## config.mk

```make
export PLATFORM = sky130hd
export DESIGN_NAME = rob_superscalar
export DESIGN_NICKNAME = d
export VERILOG_FILES = /design/src/rtl/rob_pkg.sv /design/src/rtl/rob_commit_select.sv /design/src/rtl/rob_superscalar.sv
export SDC_FILE = /design/constraint.sdc
export NUM_CORES = 1
export LEC_CHECK = 0
export CAP_MARGIN = 0
export CORE_ASPECT_RATIO = 0.9
export CORE_MARGIN = 2
export CORE_UTILIZATION = 30
export CTS_CLUSTER_DIAMETER = 50
export DETAILED_ROUTE_END_ITERATION = 8
export PLACE_DENSITY = 0.52
export REMOVE_ABC_BUFFERS = 1
export SYNTH_ARGS = -nofsm -noshare
export SYNTH_HDL_FRONTEND = slang
export SYNTH_SLANG_ARGS = --single-unit
```

## constraint.sdc

```tcl
create_clock -name clk -period 6.39 [get_ports clk]
set_input_delay 0.9585 -clock clk [delete_from_list [all_inputs] [get_ports clk]]
set_output_delay 0.9585 -clock clk [all_outputs]
set_load 0.1 [all_outputs]
```

## src/rtl/rob_pkg.sv

```systemverilog
// Shared types for the superscalar reorder buffer: entry layout, pointer type and sizing helper.
// Optional macro ROB_EXCEPTION_EN adds a per-entry exception bit.
package rob_pkg;

  localparam int ROB_WIDTH_DEF  = 4;
  localparam int PREG_WIDTH_DEF = 7;

  // Head/tail pointer: index bits plus one wrap bit.
  typedef logic [ROB_WIDTH_DEF:0] rob_ptr_t;

  typedef struct packed {
    logic                      valid;
    logic                      done;
    logic                      is_branch;
    logic                      reg_write;
    logic [PREG_WIDTH_DEF-1:0] old_prd;
    logic [31:0]               pc;
`ifdef ROB_EXCEPTION_EN
    logic                      exc;
`endif
  } rob_entry_t;

  function automatic int rob_size(input int width);
    return 1 << width;
  endfunction

endpackage

```

## src/rtl/rob_commit_select.sv

```systemverilog
// Prefix-AND over the head window: a lane retires only if every older lane retires too.
// A solo request (exception at head) restricts retirement to lane 0.
module rob_commit_select
  import rob_pkg::*;
#(
  parameter int COMMIT_WIDTH = 2
) (
  input  logic [COMMIT_WIDTH-1:0]          lane_ok,
  input  logic                             solo,
  output logic [COMMIT_WIDTH-1:0]          commit_valid,
  output logic [$clog2(COMMIT_WIDTH+1)-1:0] commit_cnt
);

  logic [COMMIT_WIDTH:0] chain;

  assign chain[0] = 1'b1;

  for (genvar gi = 0; gi < COMMIT_WIDTH; gi++) begin : g_lane
    assign chain[gi+1]      = chain[gi] && lane_ok[gi] && ((gi == 0) || !solo);
    assign commit_valid[gi] = chain[gi+1];
  end

  assign commit_cnt = ($clog2(COMMIT_WIDTH+1))'($countones(commit_valid));

endmodule

```

## src/rtl/rob_superscalar.sv

```systemverilog
// N-wide reorder buffer: multi-lane allocation, CDB completion, in-order multi-lane commit
// and partial flush on mispredict. Macro ROB_EXCEPTION_EN adds precise-exception flush.
module rob_superscalar
  import rob_pkg::*;
#(
  parameter int ROB_WIDTH      = 4,
  parameter int PREG_WIDTH     = 7,
  parameter int DISPATCH_WIDTH = 2,
  parameter int COMMIT_WIDTH   = 2,
  parameter int CDB_PORTS      = 2
) (
  input  logic                                clk,
  input  logic                                reset,
  input  logic [DISPATCH_WIDTH-1:0]           i_alloc_valid,
  input  logic [DISPATCH_WIDTH*PREG_WIDTH-1:0] i_old_prd,
  input  logic [DISPATCH_WIDTH-1:0]           i_reg_write,
  input  logic [DISPATCH_WIDTH-1:0]           i_is_branch,
  input  logic [DISPATCH_WIDTH*32-1:0]        i_pc,
  output logic                                o_alloc_ready,
  output logic [DISPATCH_WIDTH*ROB_WIDTH-1:0] o_alloc_tag,
  input  logic [CDB_PORTS-1:0]                i_cdb_valid,
  input  logic [CDB_PORTS*ROB_WIDTH-1:0]      i_cdb_tag,
`ifdef ROB_EXCEPTION_EN
  input  logic [CDB_PORTS-1:0]                i_cdb_exc,
  output logic                                o_exception,
  output logic [31:0]                         o_exception_pc,
`endif
  output logic [COMMIT_WIDTH-1:0]             o_commit_valid,
  output logic [COMMIT_WIDTH*PREG_WIDTH-1:0]  o_commit_old_preg,
  output logic [COMMIT_WIDTH*ROB_WIDTH-1:0]   o_commit_tag,
  output logic [ROB_WIDTH:0]                  o_count,
  input  logic                                i_mispredict,
  input  logic [ROB_WIDTH-1:0]                i_mispredict_tag
);

  localparam int ROB_SIZE = rob_size(ROB_WIDTH);
  localparam int PW       = ROB_WIDTH + 1;
  localparam int ACW      = $clog2(DISPATCH_WIDTH + 1);
  localparam int CCW      = $clog2(COMMIT_WIDTH + 1);
  localparam int LW       = (DISPATCH_WIDTH > 1) ? $clog2(DISPATCH_WIDTH) : 1;

  rob_entry_t entries_reg  [ROB_SIZE];
  rob_entry_t entries_next [ROB_SIZE];

  logic [PW-1:0]           head_reg, tail_reg, head_next, tail_next, count;
  logic [ROB_WIDTH-1:0]    head_idx, tail_idx, br_off;
  logic                    alloc_fire, solo;
  logic [ACW-1:0]          n_alloc;
  logic [CCW-1:0]          n_commit;
  logic [COMMIT_WIDTH-1:0] lane_ok;

  assign count         = tail_reg - head_reg;
  assign head_idx      = head_reg[ROB_WIDTH-1:0];
  assign tail_idx      = tail_reg[ROB_WIDTH-1:0];
  assign o_count       = count;
  assign o_alloc_ready = count <= PW'(ROB_SIZE - DISPATCH_WIDTH);
  assign alloc_fire    = o_alloc_ready && !i_mispredict;
  assign n_alloc       = ACW'($countones(i_alloc_valid));
  // Distance of the mispredicting branch from head; everything beyond it is wrong-path.
  assign br_off        = i_mispredict_tag - head_idx;

  for (genvar gi = 0; gi < DISPATCH_WIDTH; gi++) begin : g_alloc_tag
    assign o_alloc_tag[gi*ROB_WIDTH +: ROB_WIDTH] = tail_idx + ROB_WIDTH'(gi);
  end

  for (genvar gi = 0; gi < COMMIT_WIDTH; gi++) begin : g_commit
    logic [ROB_WIDTH-1:0] idx;
    logic                 exc_blk;
    assign idx = head_idx + ROB_WIDTH'(gi);
`ifdef ROB_EXCEPTION_EN
    assign exc_blk = (gi != 0) && entries_reg[idx].exc;
`else
    assign exc_blk = 1'b0;
`endif
    assign lane_ok[gi] = (PW'(gi) < count) && entries_reg[idx].valid && entries_reg[idx].done
                         && (!i_mispredict || (ROB_WIDTH'(gi) <= br_off)) && !exc_blk;
    assign o_commit_tag[gi*ROB_WIDTH +: ROB_WIDTH] = idx;
    assign o_commit_old_preg[gi*PREG_WIDTH +: PREG_WIDTH] =
      entries_reg[idx].reg_write ? entries_reg[idx].old_prd : '0;
  end

`ifdef ROB_EXCEPTION_EN
  assign solo           = lane_ok[0] && entries_reg[head_idx].exc;
  assign o_exception    = solo;
  assign o_exception_pc = entries_reg[head_idx].pc;
`else
  assign solo = 1'b0;
`endif

  rob_commit_select #(.COMMIT_WIDTH(COMMIT_WIDTH)) u_commit_select (
    .lane_ok      (lane_ok),
    .solo         (solo),
    .commit_valid (o_commit_valid),
    .commit_cnt   (n_commit)
  );

  for (genvar gi = 0; gi < ROB_SIZE; gi++) begin : g_entry
    logic [ROB_WIDTH-1:0] off_h, off_t;
    logic [LW-1:0]        lane;
    logic                 retire, flush, alloc_hit, cdb_hit, cdb_exc;
    rob_entry_t           nxt;

    assign off_h     = ROB_WIDTH'(gi) - head_idx;
    assign off_t     = ROB_WIDTH'(gi) - tail_idx;
    assign lane      = LW'(off_t);
    assign retire    = PW'(off_h) < PW'(n_commit);
    assign flush     = i_mispredict && (off_h > br_off) && (PW'(off_h) < count);
    assign alloc_hit = alloc_fire && (PW'(off_t) < PW'(n_alloc));

    always_comb begin
      cdb_hit = 1'b0;
      cdb_exc = 1'b0;
      for (int p = 0; p < CDB_PORTS; p++) begin
        if (i_cdb_valid[p] && (i_cdb_tag[p*ROB_WIDTH +: ROB_WIDTH] == ROB_WIDTH'(gi))) begin
          cdb_hit = 1'b1;
`ifdef ROB_EXCEPTION_EN
          cdb_exc = cdb_exc | i_cdb_exc[p];
`endif
        end
      end
    end

    always_comb begin
      nxt = entries_reg[gi];
      if (solo) begin
        nxt = '0;
      end else if (alloc_hit) begin
        nxt           = '0;
        nxt.valid     = 1'b1;
        nxt.is_branch = i_is_branch[lane];
        nxt.reg_write = i_reg_write[lane];
        nxt.old_prd   = i_old_prd[lane*PREG_WIDTH +: PREG_WIDTH];
        nxt.pc        = i_pc[lane*32 +: 32];
      end else if (retire || flush) begin
        nxt = '0;
      end else if (cdb_hit && entries_reg[gi].valid) begin
        nxt.done = 1'b1;
`ifdef ROB_EXCEPTION_EN
        nxt.exc  = entries_reg[gi].exc | cdb_exc;
`endif
      end
    end

    assign entries_next[gi] = nxt;
  end

  always_comb begin
    head_next = head_reg + PW'(n_commit);
    tail_next = tail_reg;
    if (i_mispredict) begin
      tail_next = head_reg + PW'(br_off) + PW'(1);
    end else if (alloc_fire) begin
      tail_next = tail_reg + PW'(n_alloc);
    end
    if (solo) begin
      head_next = '0;
      tail_next = '0;
    end
  end

  always_ff @(posedge clk or negedge reset) begin
    if (!reset) begin
      head_reg    <= '0;
      tail_reg    <= '0;
      entries_reg <= '{default: '0};
    end else begin
      head_reg    <= head_next;
      tail_reg    <= tail_next;
      entries_reg <= entries_next;
    end
  end

  // Branch flag and PC are carried for downstream debug/recovery but not consumed here.
  logic unused_payload;
  always_comb begin
    unused_payload = 1'b0;
    for (int i = 0; i < ROB_SIZE; i++) begin
      unused_payload = unused_payload ^ (^{entries_reg[i].pc, entries_reg[i].is_branch});
    end
  end

endmodule

```

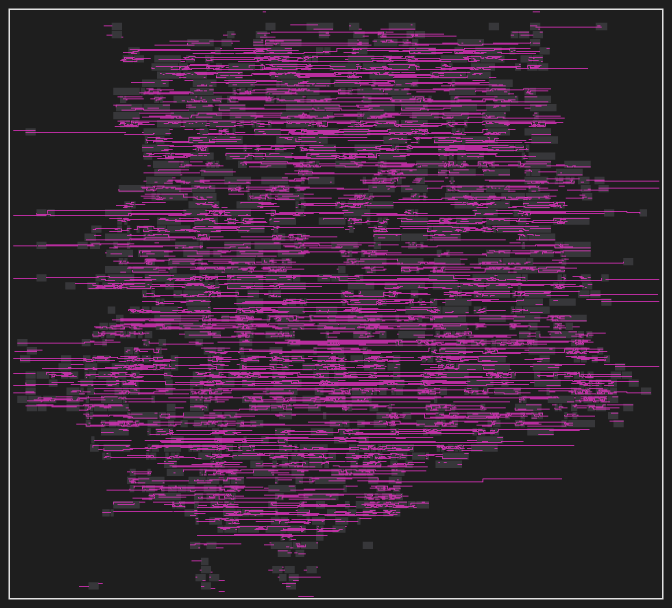
**Above:** run 1 (metal 1).
Cells faint in the background.
nets with wire on the layer: 1301
longest straight run: 99.8 um
share of all routed wire: 45%
routed wire length: 45.31 mm
via count of the routed design: 10390

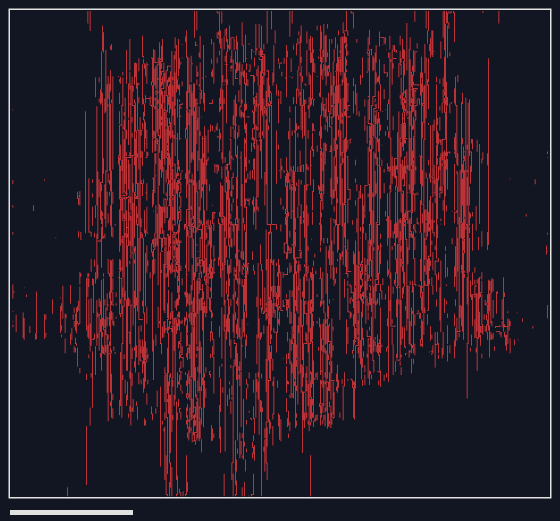
**Above:** run 1 (the metal 2 layer).
Scale bar: 50 um.
nets with wire on the layer: 1108
longest straight run: 97.5 um
main direction: vertical
wire length on this layer: 19800 um
share of all routed wire: 44%
GR met2 Demand/Resource: 0.3194

==> summary.rpt, run 1 <==
==== FLOW RESULTS ====
----------------------------------------------------
[Outcome]
  Run status ........................ finished clean

[Cells and area]
  Sequential portion of the cell area ........................ 0.2927
  Highest-count logic cell in the final layout ........................ sky130_fd_sc_hd__dfrtp_1
  Comb/total area ........................ 0.5259
  Largest area class, layout ........................ multi-input combinational cells
  Non-clock buffer total of the final layout ........................ 120
  Fraction of layout instances using a drive strength above 1 ........................ 0.1724
  Final instance area ........................ 14560 sq um
  Layout Utilization ........................ 0.3567
  Most used cells in the layout excluding fill and tap cells ........................ 166 x sky130_fd_sc_hd__dfrtp_1, 139 x sky130_fd_sc_hd__nand2_1, 99 x sky130_fd_sc_hd__ha_1
  Final non-filler cell total ........................ 1828
  Area growth, synth to finish ........................ 16.89%
  Clock Buffer Count ........................ 17
  Number of antenna diodes ........................ 0
  Area of the multi-input gates ........................ 7656 sq um

[Synth]
  Mux share ........................ 0.1648
  Dominant comb cell ........................ AND-OR/OR-AND gates
  Yosys warning count ........................ 0
  Sequential fraction of the synthesis area ........................ 0.3416
  Number of cells produced by synthesis ........................ 1201
  Dominant register cell in the synthesized netlist ........................ sky130_fd_sc_hd__dfrtp_1
  Synthesized cell area ........................ 12450 sq um
  Leading cell types by count after synthesis ........................ 170 x sky130_fd_sc_hd__dfrtp_1, 139 x sky130_fd_sc_hd__nand2_1, 100 x sky130_fd_sc_hd__ha_1, 85 x sky130_fd_sc_hd__o21ai_0, 80 x sky130_fd_sc_hd__mux4_2
  Number of flops mapped to enable cells by yosys ........................ 0
  Share of Yosys cell area claimed by the top area cell type ........................ 0.3416
  Complex Gates by Area ........................ 0.1895

[Final timing]
  Worst-case hold slack ........................ 0.5035 ns
  Crit share post-route ........................ 0.8447
  Hold violation count in the final report ........................ 0
  Sum of negative setup slack ........................ 0 ns
  Measured slew at the worst slew-check pin ........................ 1.437 ns
  Total setup violations reported at the end of the flow ........................ 0
  Setup Skew ........................ 0.01558 ns
  Smallest setup slack after layout ........................ 0.9925 ns

[Clock tree]
  Inserted Clock Buffers ........................ 17
  CTS Hold Bufs ........................ 0
  CTS tree ........................ done
  Number of setup buffers added after CTS ........................ 0
  Htree depth ........................ 4
  Number of sinks on the clock net ........................ 170
  Number of buffers on the longest clock path ........................ 2

[Critical path]
  Terminus of the critical flop-to-flop path ........................ entries_reg[472]$_DFFE_PN0P_
  Worst setup endpoint ........................ o_commit_old_preg[3]
  Startpoint type of the worst setup path ........................ register
  Worst EP required ........................ 5.43 ns
  List of cells traversed by the critical path ........................ mux4_2 > nor2_1 > nor2_1 > o21ai_1 > nor2b_1 > clkdlybuf4s50_1
  R2R depth ........................ 12
  Total number of cells along the worst setup path ........................ 6
  Worst endpoint data arrival time ........................ 4.44 ns
  Reg-to-reg critical path startpoint ........................ head_reg[1]$_DFF_PN0_

[Global route]
  Global routing usage on met1 ........................ 0.2932
  Wire length of the first global-routing pass ........................ 66.18 mm
  Peak-usage layer in the global routing report ........................ met2
  Antenna violations before repair ........................ 0
  Remaining global-route overflow ........................ 0

[Floorplan]
  Core Region ........................ 40810 sq um
  FP Rows ........................ 70
  Pre-placement core utilization ........................ 0.3052
  Die W ........................ 218.8 um
  Chip area ........................ 43160 sq um
  Well-Tap Cells ........................ 540
  IO Pins ........................ 139

[Detailed routing]
  Met1 wire length ........................ 20.26 mm
  Count of routing violations after the opening detailed-route iteration ........................ 995
  Routed wire length per instance ........................ 24.79 um
  Number of vias per cell after detailed routing ........................ 5.682
  Number of nets with antenna violations after detailed routing ........................ 0
  Top Metal Used ........................ met4
  Metal2 WL ........................ 19.83 mm

[Worst hold path]
  Min-delay src ........................ entries_reg[257]$_DFFE_PN0P_
  Hold crit path type ........................ register to register

[Run]
  Total number of warnings across the stage logs ........................ 124

[Place]
  Cell Count Post-Placement ........................ 1796

----------------------------------------------------
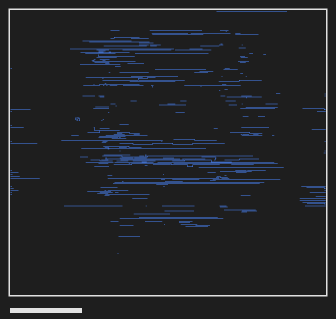
**Above:** run 1 (the metal 3 layer).
Scale bar: 50 um.
longest straight run: 104 um
nets with wire on the layer: 156
share of all routed wire: 8.6%
met3 track utilization from global routing: 0.05866

**Run 1: signal wires on met4**

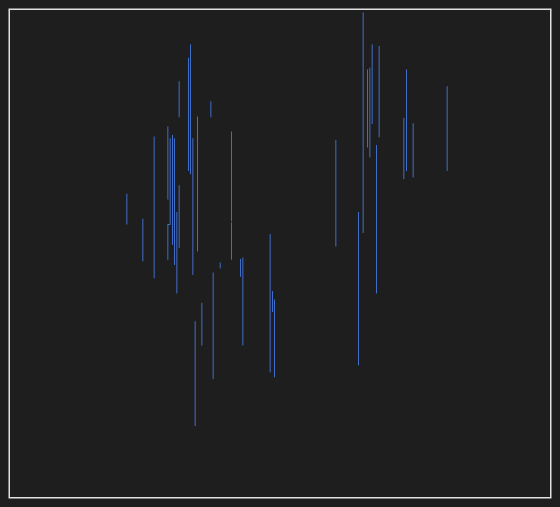

--- run 2 (diff from run 1) ---
- clock period: 6.39 -> 5.6 ns (I/O delays scaled with it)
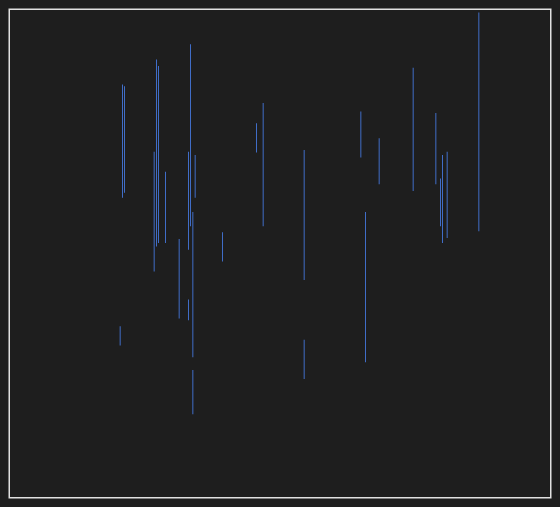
**Above:** run 2 (signal wires on met4).
wire length on this layer: 1060 um
main direction: vertical
share of all routed wire: 2.3%
nets with wire on the layer: 22
longest straight run: 88.4 um
routed wire length: 45.27 mm
via count of the routed design: 10600

==> run 2 against run 1 <==
  * Critical path type unchanged
  * Flip-flop count did not move
  * Global-route usage increased by 0.22 points
  * Sequential share of layout area down 0.12 points
  * Register-to-register slack got worse by 0.44 ns
==> summary.rpt, run 2 <==
==== FLOW RESULTS ====
----------------------------------------------------
[Outcome]
  Run status ........................ finished clean

[Cells and area]
  Non-clock buffer total of the final layout ........................ 128 (+6.7%)
  Area growth, synth to finish ........................ 17.37%
  Largest area class, layout ........................ multi-input combinational cells
  Final non-filler cell total ........................ 1837 (+0.49%)
  Inverters, non-clock ........................ 75
  Fraction of layout instances using a drive strength above 1 ........................ 0.1782 (+0.005880)
  Sequential portion of the cell area ........................ 0.2915 (-0.001204)
  Area of the multi-input gates ........................ 7647 sq um (-0.11%)
  Clock buffers and inverters, area share ........................ 0.04203
  Number of filler cells placed in the layout ........................ 4081
  NonClk Buf Share ........................ 0.07729
  Multi-input comb cells ........................ 891
  Final instance area ........................ 14620 sq um (+0.41%)
  Most used cells in the layout excluding fill and tap cells ........................ 166 x sky130_fd_sc_hd__dfrtp_1, 139 x sky130_fd_sc_hd__nand2_1, 99 x sky130_fd_sc_hd__ha_1
  Comb/total area ........................ 0.5232 (-0.002762)
  Number of nets at the end of the flow ........................ 1491
  Layout Utilization ........................ 0.3582 (+0.001472)
  Clock Buffer Count ........................ 18 (+1)
  Number of antenna diodes ........................ 1 (+1)
  Highest-count logic cell in the final layout ........................ sky130_fd_sc_hd__dfrtp_1
  Sequential cell area ........................ 4262 sq um

[Final timing]
  Max frequency ........................ 197.4 MHz
  Setup repair after global routing missed its margin ........................ false
  Smallest setup slack after layout ........................ 0.5349 ns (-0.4576 ns)
  Total setup violations reported at the end of the flow ........................ 0 (unchanged)
  Worst-case hold slack ........................ 0.4814 ns (-0.02201 ns)
  Hold violation count in the final report ........................ 0 (unchanged)
  Headroom to the max-slew limit ........................ 0.1390
  Min Clock Period, post-route ........................ 5.065 ns
  Measured slew at the worst slew-check pin ........................ 1.288 ns (-0.1488 ns)
  Setup Skew ........................ 0.01451 ns (-0.001076 ns)
  Crit share post-route ........................ 0.9045
  Sum of negative setup slack ........................ 0 ns (unchanged)

[Global route]
  Global routing usage on met1 ........................ 0.2988 (+0.005650)
  GR met2 Demand/Resource ........................ 0.3318 (+0.01242)
  Antenna violations before repair ........................ 0 (unchanged)
  Remaining global-route overflow ........................ 0 (unchanged)
  Peak-usage layer in the global routing report ........................ met2
  Wire length of the first global-routing pass ........................ 67.79 mm (+2.4%)
  Overall Global Routing Usage ........................ 0.2138
  Met3 track utilization from global routing ........................ 0.04973 (-0.008930)

[Critical path]
  R2R depth ........................ 15 (+3)
  Worst endpoint data arrival time ........................ 4.23 ns (-0.21 ns)
  Reg-to-reg critical path startpoint ........................ head_reg[0]$_DFF_PN0_
  Worst EP required ........................ 4.76 ns (-0.67 ns)
  FF-to-FF setup slack ........................ 0.70 ns
  Buf+Inv Stages, Crit Path ........................ 2
  Delay contributed by the slowest stage of the critical path ........................ 1.05 ns
  Type of the worst setup path ........................ register to output pin
  Most common cell type on the critical path ........................ sky130_fd_sc_hd__nor2_1
  Worst setup endpoint ........................ o_commit_old_preg[3]
  List of cells traversed by the critical path ........................ buf_4 > mux4_2 > nor2_1 > nor2_1 > o21ai_1 > nor2b_1 > clkdlybuf4s50_1
  Category of cells accounting for the largest share of critical-path delay ........................ buffers and inverters
  Terminus of the critical flop-to-flop path ........................ entries_reg[248]$_DFFE_PN0P_
  Startpoint type of the worst setup path ........................ register
  Total number of cells along the worst setup path ........................ 7 (+1)

[Place]
  Final Wtd Congestion ........................ 0.8548
  Setup slack at placement ........................ 0.6253 ns
  Post-DP Area ........................ 14000 sq um
  Cell Count Post-Placement ........................ 1804 (+0.45%)
  Buffers on Ports ........................ 72
  Total half-perimeter wirelength after legalization and detailed placement ........................ 30.76 mm

[Detailed routing]
  Number of vias per cell after detailed routing ........................ 5.769 (+1.5%)
  Met3 routed wirelength ........................ 3.843 mm
  Number of nets with antenna violations after detailed routing ........................ 0 (unchanged)
  Routed wire length per instance ........................ 24.65 um (-0.57%)
  Top Metal Used ........................ met4
  Count of routing violations after the opening detailed-route iteration ........................ 1044 (+4.9%)
  Metal2 WL ........................ 20.37 mm (+2.7%)
  Total iterations of the first detailed-routing run ........................ 6
  Met1 wire length ........................ 20.01 mm (-1.2%)
  Remaining design rule violation count ........................ 0

[Floorplan]
  FP Rows ........................ 70 (unchanged)
  Pre-placement core utilization ........................ 0.3052 (unchanged)
  Chip area ........................ 43160 sq um (unchanged)
  Die outline height ........................ 197.3 um
  IO Pins ........................ 139 (unchanged)
  Well-Tap Cells ........................ 540 (unchanged)
  Core Region ........................ 40810 sq um (unchanged)
  Die W ........................ 218.8 um (unchanged)

[Synth]
  Sequential fraction of the synthesis area ........................ 0.3416 (unchanged)
  Simple share ........................ 0.1190
  Share of Yosys cell area claimed by the top area cell type ........................ 0.3416 (unchanged)
  Mux share ........................ 0.1648 (unchanged)
  Leading cell types by count after synthesis ........................ 170 x sky130_fd_sc_hd__dfrtp_1, 139 x sky130_fd_sc_hd__nand2_1, 100 x sky130_fd_sc_hd__ha_1, 85 x sky130_fd_sc_hd__o21ai_0, 80 x sky130_fd_sc_hd__mux4_2
  Complex Gates by Area ........................ 0.1895 (unchanged)
  Most repeated cell in the gate-level netlist after synthesis ........................ sky130_fd_sc_hd__dfrtp_1
  Synthesized cell area ........................ 12450 sq um (unchanged)
  Number of flops mapped to enable cells by yosys ........................ 0 (unchanged)
  Proportion of register bits with asynchronous set or reset after synthesis ........................ 1.000
  Dominant comb cell ........................ AND-OR/OR-AND gates
  Yosys warning count ........................ 0 (unchanged)
  Cell type with the largest total area after synthesis ........................ sky130_fd_sc_hd__dfrtp_1
  Dominant register cell in the synthesized netlist ........................ sky130_fd_sc_hd__dfrtp_1
  Mean instance size in the synthesized netlist ........................ 10.37 sq um
  Number of cells produced by synthesis ........................ 1201 (unchanged)

[Worst hold path]
  Hold crit path type ........................ input port to asynchronous set/reset pin

[Run]
  Total number of warnings across the stage logs ........................ 124 (unchanged)

[Clock tree]
  Number of setup buffers added after CTS ........................ 0 (unchanged)
  CTS Hold Bufs ........................ 0 (unchanged)
  Number of buffers on the longest clock path ........................ 2 (unchanged)
  Master cell of the clock root buffer ........................ sky130_fd_sc_hd__clkbuf_16
  Number of sinks on the clock net ........................ 170 (unchanged)
  CTS tree ........................ done
  Inserted Clock Buffers ........................ 17 (unchanged)
  Htree depth ........................ 4 (unchanged)

----------------------------------------------------
**Run 2: the metal 2 layer**

Scale bar: 50 um.
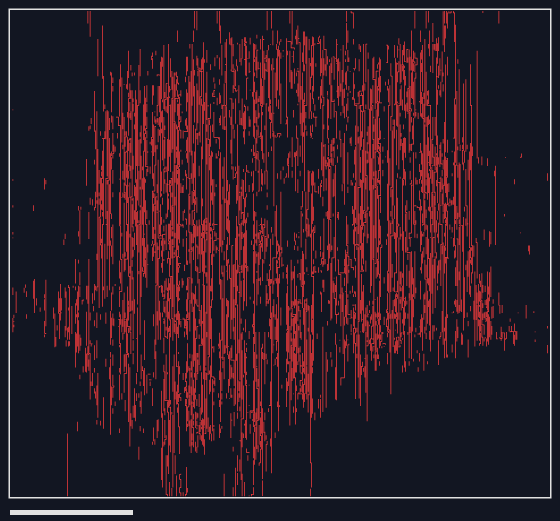

--- run 3 (diff from run 2) ---
- GPL_ROUTABILITY_DRIVEN: default -> 0
- SLEW_MARGIN: default -> 20
- clock period: 5.6 -> 4.7 ns (I/O delays scaled with it)
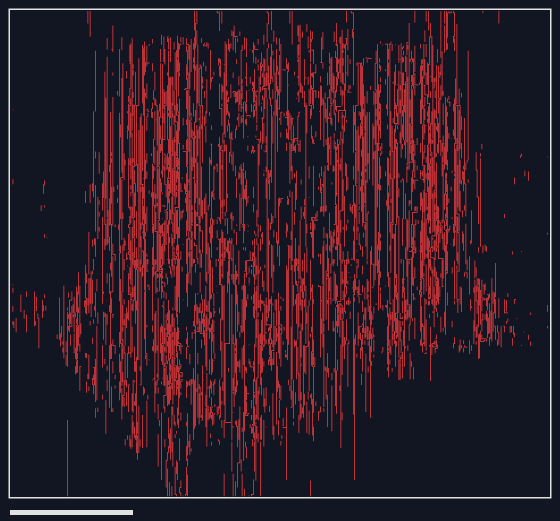
**Above:** run 3 (the metal 2 layer).
Scale bar: 50 um.
wire length on this layer: 19900 um
longest straight run: 81.6 um
main direction: vertical
share of all routed wire: 45%
nets with wire on the layer: 1127
GR met2 Demand/Resource: 0.3238
routed wire length: 44.57 mm
via count of the routed design: 10390

==> run 3 against run 2 <==
  * Sequential share of layout area down 0.40 points
  * Clock skew is 0.0023 ns lower
  * Via count decreased by 1.9%
  * Clock-buffer cell count grew 2
  * Largest cell class unchanged
  * Non-clock buffer count is 11 higher
==> summary.rpt, run 3 <==
==== FLOW RESULTS ====
----------------------------------------------------
[Outcome]
  Run status ........................ finished clean

[Global route]
  Antenna violations before repair ........................ 1 (+1)
  Peak-usage layer in the global routing report ........................ met2
  Met3 track utilization from global routing ........................ 0.05096 (+0.001232)
  Overall Global Routing Usage ........................ 0.2106 (-0.003164)
  Wire length of the first global-routing pass ........................ 66.72 mm (-1.6%)
  Remaining global-route overflow ........................ 0 (unchanged)

[Cells and area]
  Fraction of layout instances using a drive strength above 1 ........................ 0.1966 (+0.01839)
  Highest-count logic cell in the final layout ........................ sky130_fd_sc_hd__dfrtp_1
  Area of the multi-input gates ........................ 7649 sq um (about the same)
  Layout Utilization ........................ 0.3631 (+0.004966)
  Clock buffers and inverters, area share ........................ 0.04069 (-0.001335)
  Multi-input comb cells ........................ 891 (unchanged)
  Sequential cell area ........................ 4262 sq um (unchanged)
  Number of filler cells placed in the layout ........................ 4125 (+1.1%)
  Non-clock buffer total of the final layout ........................ 139 (+8.6%)
  Number of antenna diodes ........................ 1 (unchanged)
  Area growth, synth to finish ........................ 19.00%
  Largest area class, layout ........................ multi-input combinational cells
  Final non-filler cell total ........................ 1848 (+0.60%)
  Comb/total area ........................ 0.5161 (-0.007070)
  Sequential portion of the cell area ........................ 0.2875 (-0.003987)

[Detailed routing]
  Met3 routed wirelength ........................ 3.485 mm (-9.3%)
  Routed wire length per instance ........................ 24.12 um (-2.1%)
  Total iterations of the first detailed-routing run ........................ 5 (-1)
  Metal2 WL ........................ 19.89 mm (-2.4%)
  Top Metal Used ........................ met4
  Count of routing violations after the opening detailed-route iteration ........................ 1195 (+14%)
  Number of vias per cell after detailed routing ........................ 5.624 (-2.5%)
  Remaining design rule violation count ........................ 0 (unchanged)

[Critical path]
  Worst endpoint data arrival time ........................ 4.71 ns (+0.48 ns)
  Buf+Inv Stages, Crit Path ........................ 2 (unchanged)
  Worst EP required ........................ 5.00 ns (+0.24 ns)
  R2R depth ........................ 16 (+1)
  Type of the worst setup path ........................ register to register
  List of cells traversed by the critical path ........................ ha_1 > fa_1 > nand2b_1 > a21oi_1 > xnor2_2 > or4_1 > and4_4 > and2_1 > inv_1 > ha_1 > a21oi_1 > nand2_1 > o211a_1 > buf_12 > nand2_1 > o21ai_0
  Worst setup endpoint ........................ entries_reg[421]$_DFFE_PN0P_
  FF-to-FF setup slack ........................ 0.29 ns (-0.41 ns)
  Startpoint type of the worst setup path ........................ register
  Terminus of the critical flop-to-flop path ........................ entries_reg[421]$_DFFE_PN0P_
  Delay contributed by the slowest stage of the critical path ........................ 0.58 ns (-0.47 ns)
  Category of cells accounting for the largest share of critical-path delay ........................ simple AND/OR/NAND/NOR gates

[Final timing]
  Measured slew at the worst slew-check pin ........................ 1.048 ns (-0.2395 ns)
  Min Clock Period, post-route ........................ 4.407 ns
  Smallest setup slack after layout ........................ 0.2932 ns (-0.2417 ns)
  Setup repair after global routing missed its margin ........................ false
  Max frequency ........................ 226.9 MHz
  Crit share post-route ........................ 0.9376
  Total setup violations reported at the end of the flow ........................ 0 (unchanged)
  Worst-case hold slack ........................ 0.3949 ns (-0.08657 ns)

[Place]
  Post-DP Area ........................ 14210 sq um (+1.5%)
  Setup slack at placement ........................ 0.1535 ns (-0.4718 ns)
  Total half-perimeter wirelength after legalization and detailed placement ........................ 30.46 mm (-1.0%)

[Synth]
  Share of Yosys cell area claimed by the top area cell type ........................ 0.3416 (unchanged)
  Leading cell types by count after synthesis ........................ 170 x sky130_fd_sc_hd__dfrtp_1, 139 x sky130_fd_sc_hd__nand2_1, 100 x sky130_fd_sc_hd__ha_1, 85 x sky130_fd_sc_hd__o21ai_0, 80 x sky130_fd_sc_hd__mux4_2
  Number of cells produced by synthesis ........................ 1201 (unchanged)
  Complex Gates by Area ........................ 0.1895 (unchanged)
  Synthesized cell area ........................ 12450 sq um (unchanged)
  Mux share ........................ 0.1648 (unchanged)
  Dominant comb cell ........................ AND-OR/OR-AND gates
  Most repeated cell in the gate-level netlist after synthesis ........................ sky130_fd_sc_hd__dfrtp_1
  Sequential fraction of the synthesis area ........................ 0.3416 (unchanged)
  Simple share ........................ 0.1190 (unchanged)
  Number of flops mapped to enable cells by yosys ........................ 0 (unchanged)
  Dominant register cell in the synthesized netlist ........................ sky130_fd_sc_hd__dfrtp_1
  Proportion of register bits with asynchronous set or reset after synthesis ........................ 1.000 (unchanged)

[Clock tree]
  Htree depth ........................ 4 (unchanged)
  Number of setup buffers added after CTS ........................ 0 (unchanged)
  Inserted Clock Buffers ........................ 17 (unchanged)
  Number of sinks on the clock net ........................ 170 (unchanged)
  CTS Hold Bufs ........................ 0 (unchanged)
  Number of buffers on the longest clock path ........................ 2 (unchanged)
  Master cell of the clock root buffer ........................ sky130_fd_sc_hd__clkbuf_16
  CTS tree ........................ done

[Floorplan]
  Core Region ........................ 40810 sq um (unchanged)
  FP Rows ........................ 70 (unchanged)
  Well-Tap Cells ........................ 540 (unchanged)
  Die outline height ........................ 197.3 um (unchanged)
  Pre-placement core utilization ........................ 0.3052 (unchanged)
  IO Pins ........................ 139 (unchanged)

[Run]
  Total number of warnings across the stage logs ........................ 127 (+2.4%)

----------------------------------------------------
